[src/rtl/mem_arb_pkg.sv]
// Shared types and constants for the two-port RAM arbiter.
package mem_arb_pkg;

  typedef enum logic [1:0] {
    IDLE   = 2'd0,
    ACCESS = 2'd1,
    DONE   = 2'd2
  } state_t;

  localparam logic PORT_F = 1'b0;
  localparam logic PORT_D = 1'b1;

  localparam int DEF_TIMEOUT_CYCLES = 8;

endpackage

[src/rtl/mem_arbiter_rr_pick2.sv]
// Combinational two-way round-robin picker; req[0] is port F, req[1] is port D.
module rr_pick2
  import mem_arb_pkg::*;
(
  input  logic [1:0] req,
  input  logic       last,
  output logic       gnt_valid,
  output logic       gnt_id
);

  // On a tie the port that did not win last time is chosen.
  always_comb begin
    gnt_valid = |req;
    gnt_id    = PORT_F;
    case (req)
      2'b01:   gnt_id = PORT_F;
      2'b10:   gnt_id = PORT_D;
      2'b11:   gnt_id = ~last;
      default: gnt_id = PORT_F;
    endcase
  end

endmodule

[src/rtl/mem_arbiter.sv]
// Arbitrates one RAM port between instruction fetch (F) and data (D) requesters.
// Optional abort-on-timeout in ACCESS is enabled with macro MEM_ARB_TIMEOUT_EN.
module mem_arbiter
  import mem_arb_pkg::*;
#(
  parameter int DWIDTH         = 16,
  parameter int AWIDTH         = 16,
  parameter int TIMEOUT_CYCLES = DEF_TIMEOUT_CYCLES
) (
  input  logic              clk,
  input  logic              rst_n,
  input  logic              f_req,
  input  logic [AWIDTH-1:0] f_addr,
  output logic              f_valid,
  output logic [DWIDTH-1:0] f_rdata,
  input  logic              d_req,
  input  logic              d_wen,
  input  logic [AWIDTH-1:0] d_addr,
  input  logic [DWIDTH-1:0] d_wdata,
  output logic              d_valid,
  output logic [DWIDTH-1:0] d_rdata,
  output logic              err,
  output logic              ram_en,
  output logic              wen,
  output logic [AWIDTH-1:0] ram_addr,
  output logic [DWIDTH-1:0] ram_wdata,
  input  logic [DWIDTH-1:0] ram_rdata,
  input  logic              ram_valid
);

  if (TIMEOUT_CYCLES < 1) begin : g_bad_timeout
    $error("TIMEOUT_CYCLES must be at least 1");
  end

  state_t state_r, state_s;
  logic   last_r;
  logic   owner_r;
  logic   gnt_valid_s;
  logic   gnt_id_s;
  logic   expire_s;

  rr_pick2 u_pick (
    .req       ({d_req, f_req}),
    .last      (last_r),
    .gnt_valid (gnt_valid_s),
    .gnt_id    (gnt_id_s)
  );

`ifdef MEM_ARB_TIMEOUT_EN
  localparam int CW = $clog2(TIMEOUT_CYCLES + 1);
  logic [CW-1:0] cnt_r;

  // Counts ACCESS cycles; cleared while idle so each transaction starts at zero.
  always_ff @(posedge clk or negedge rst_n) begin
    if (!rst_n) begin
      cnt_r <= {CW{1'b0}};
    end else if (state_r == ACCESS) begin
      cnt_r <= cnt_r + {{(CW-1){1'b0}}, 1'b1};
    end else begin
      cnt_r <= {CW{1'b0}};
    end
  end

  assign expire_s = (state_r == ACCESS) && (cnt_r == CW'(TIMEOUT_CYCLES - 1));
`else
  assign expire_s = 1'b0;
`endif

  // Next-state logic.
  always_comb begin
    state_s = state_r;
    case (state_r)
      IDLE: begin
        if (gnt_valid_s) state_s = ACCESS;
        else             state_s = IDLE;
      end
      ACCESS: begin
        if (ram_valid || expire_s) state_s = DONE;
        else                       state_s = ACCESS;
      end
      DONE:    state_s = IDLE;
      default: state_s = IDLE;
    endcase
  end

  // State register and all registered outputs.
  always_ff @(posedge clk or negedge rst_n) begin
    if (!rst_n) begin
      state_r   <= IDLE;
      last_r    <= PORT_F;
      owner_r   <= PORT_F;
      ram_en    <= 1'b0;
      wen       <= 1'b0;
      ram_addr  <= {AWIDTH{1'b0}};
      ram_wdata <= {DWIDTH{1'b0}};
      f_valid   <= 1'b0;
      d_valid   <= 1'b0;
      f_rdata   <= {DWIDTH{1'b0}};
      d_rdata   <= {DWIDTH{1'b0}};
      err       <= 1'b0;
    end else begin
      state_r <= state_s;
      f_valid <= 1'b0;
      d_valid <= 1'b0;
      err     <= 1'b0;
      case (state_r)
        IDLE: begin
          if (gnt_valid_s) begin
            owner_r   <= gnt_id_s;
            last_r    <= gnt_id_s;
            ram_en    <= 1'b1;
            wen       <= (gnt_id_s == PORT_D) ? d_wen : 1'b0;
            ram_addr  <= (gnt_id_s == PORT_D) ? d_addr : f_addr;
            ram_wdata <= (gnt_id_s == PORT_D) ? d_wdata : {DWIDTH{1'b0}};
          end
        end
        ACCESS: begin
          // Real completion wins over a simultaneous timeout.
          if (ram_valid) begin
            ram_en <= 1'b0;
            wen    <= 1'b0;
            if (owner_r == PORT_D) begin
              d_valid <= 1'b1;
              if (!wen) d_rdata <= ram_rdata;
            end else begin
              f_valid <= 1'b1;
              f_rdata <= ram_rdata;
            end
          end else if (expire_s) begin
            ram_en <= 1'b0;
            wen    <= 1'b0;
            err    <= 1'b1;
            if (owner_r == PORT_D) begin
              d_valid <= 1'b1;
              d_rdata <= {DWIDTH{1'b0}};
            end else begin
              f_valid <= 1'b1;
              f_rdata <= {DWIDTH{1'b0}};
            end
          end
        end
        DONE: begin
          ram_en <= 1'b0;
          wen    <= 1'b0;
        end
        default: begin
          ram_en <= 1'b0;
          wen    <= 1'b0;
        end
      endcase
    end
  end

endmodule

[config.mk]
export PLATFORM = sky130hd
export DESIGN_NAME = mem_arbiter
export DESIGN_NICKNAME = d
export VERILOG_FILES = /design/src/rtl/mem_arb_pkg.sv /design/src/rtl/mem_arbiter_rr_pick2.sv /design/src/rtl/mem_arbiter.sv
export SDC_FILE = /design/constraint.sdc
export NUM_CORES = 1
export LEC_CHECK = 0
export CAP_MARGIN = 20
export CORE_MARGIN = 1.5
export CORE_UTILIZATION = 44
export DETAILED_ROUTE_END_ITERATION = 10
export PLACE_DENSITY = 0.85
export SYNTH_ARGS = -nofsm -noshare
export SYNTH_HDL_FRONTEND = slang
export SYNTH_HIERARCHICAL = 1
export SYNTH_SLANG_ARGS = --single-unit
[constraint.sdc]
create_clock -name clk -period 3.7 [get_ports clk]
set_input_delay 0.74 -clock clk [delete_from_list [all_inputs] [get_ports clk]]
set_output_delay 0.74 -clock clk [all_outputs]
set_load 0.005 [all_outputs]
Figure 1. Register map, names as in the netlist.
Bar = 20 microns. Other sequential cells in the stronger grey, the rest of the logic in the fainter grey.
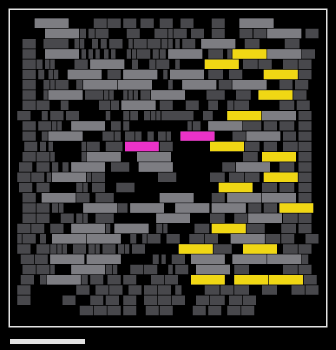
name in the netlist	colour	placed flops
f_rdata	yellow	16
state_r	magenta	2

Figure 2. Cell classes on the final placement.
Bar = 20 microns.
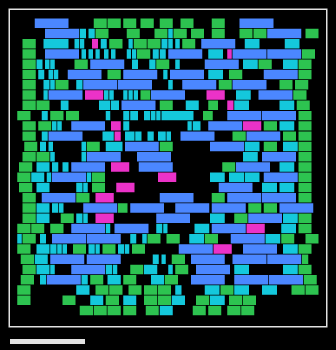
class	colour	cells	share of their area
flip-flops	blue	71	41%
clock drivers and dummy loads	magenta	15	3.8%
all other logic	cyan	151	24%
other buffers and delay cells	green	141	32%

==> run summary <==
flow finished, numbers: Lkg Pwr=1.97 nW, Signal inverters=0, Post-Place Setup Slack=0.927 ns, Slew @ Worst Pin=0.979 ns, crit path DAT=2.58 ns, die area=7010 sq um, DR iter-0 viols=between 80 and 90, crit share post-route=0.653, FP Core Util=0.454, Finished Cell Area=4460 sq um, dominant delay contributor by cell family on the critical path=simple AND/OR/NAND/NOR gates, tool warnings=26, aggregate global routing overflow=0, I/O pins=139, Flops=71, CTS clk-pin slew, worst paths=0.07 ns, Worst Clk Skew=0.00607 ns, Clock buf/inv share=0.0367, Seq/total area=0.398, critical path fanouts, max=49, final cell count without fillers=around 460, CTS tree=yes, Clock Path Buffers=2, Synth area leader=dfrtp_1, most instantiated cells after synthesis=dfrtp_1, nand2_1, mux2_2, fill cell total of the finished layout=489, status=completed, Syn Inst Count=236, # clock sinks=between 70 and 80, synthesized net count=306, Tot Pwr=3.35 mW, post-synthesis async set-or-reset flop share=1.00, CTS root buf=clkbuf_8, crit-path cells=clkdlybuf4s50_1 > or2_1 > or3b_2 > nand2_1 > o21ai_0, Worst path slowest cell=or3b_2, Relative slew margins=0.344
==> report_power, final <==
part	switching, mW	internal, mW	leakage, nW
Combinational	0.507	0.946	1.01
Sequential	0.227	1.15	0.879
Clock	0.264	0.255	0.0850
==> cell families (layout without fill, tap and decap cells) <==
family | Yosys count | in the layout | share of synthesized area
simple gates | 81 | 81 | 0.134
flops | 71 | 71 | 0.619
mux | 48 | 48 | 0.181
compound gates | 21 | 21 | 0.0375
other cells | 1 | 1 | 0.00131
buf+inv | 14 | 156 | 0.0262
==> worst register-to-register path, stage by stage (launching register included) <==
cell and delay [ns]:
dfrtp_1 0.50, or3b_2 0.87, nand2_1 0.19, o21ai_0 0.11
==> path summary, 6_finish.rpt <==
kind,start,endpoint,slack (ns),cells after the start
max reg2reg,state_r[1],ram_addr[4],1.86,3
max in group asynchronous,rst_n,f_rdata[3],2.35,2
max,f_req,ram_addr[4],1.28,5
min in group clk,ram_wdata[11],ram_wdata[11],0.48,2
min reg2reg,ram_wdata[11],ram_wdata[11],0.48,2
min,rst_n,d_rdata[14],0.38,1
==> routing by layer <==
metal / vias to the layer above / wire length (microns) / global-route usage
li1: 1066 / - / -
met1: 1057 / 2740 / 0.244
met2: 84 / 3270 / 0.337
met3: 10 / 465 / 0.0633
met4: 0 / 86 / 0.0626
met5: - / 0 / 0
==> cells in the final DEF (no fill, tap or decap), drive strengths merged, types with 2 or more instances in the layout <==
master / Yosys / routed
clkdlybuf4s50: 0 / 136
mux2i: 16 / 16
nor2: 2 / 2
o21ai: 17 / 17
mux2: 32 / 32
buf: 8 / 5
nand2: 53 / 53
a21oi: 3 / 3
clkbuf: 6 / 11
nand3: 16 / 16
clkinv: 0 / 3
dfrtp: 71 / 71
No activity file was given, so power comes from the tool's default toggle rates.
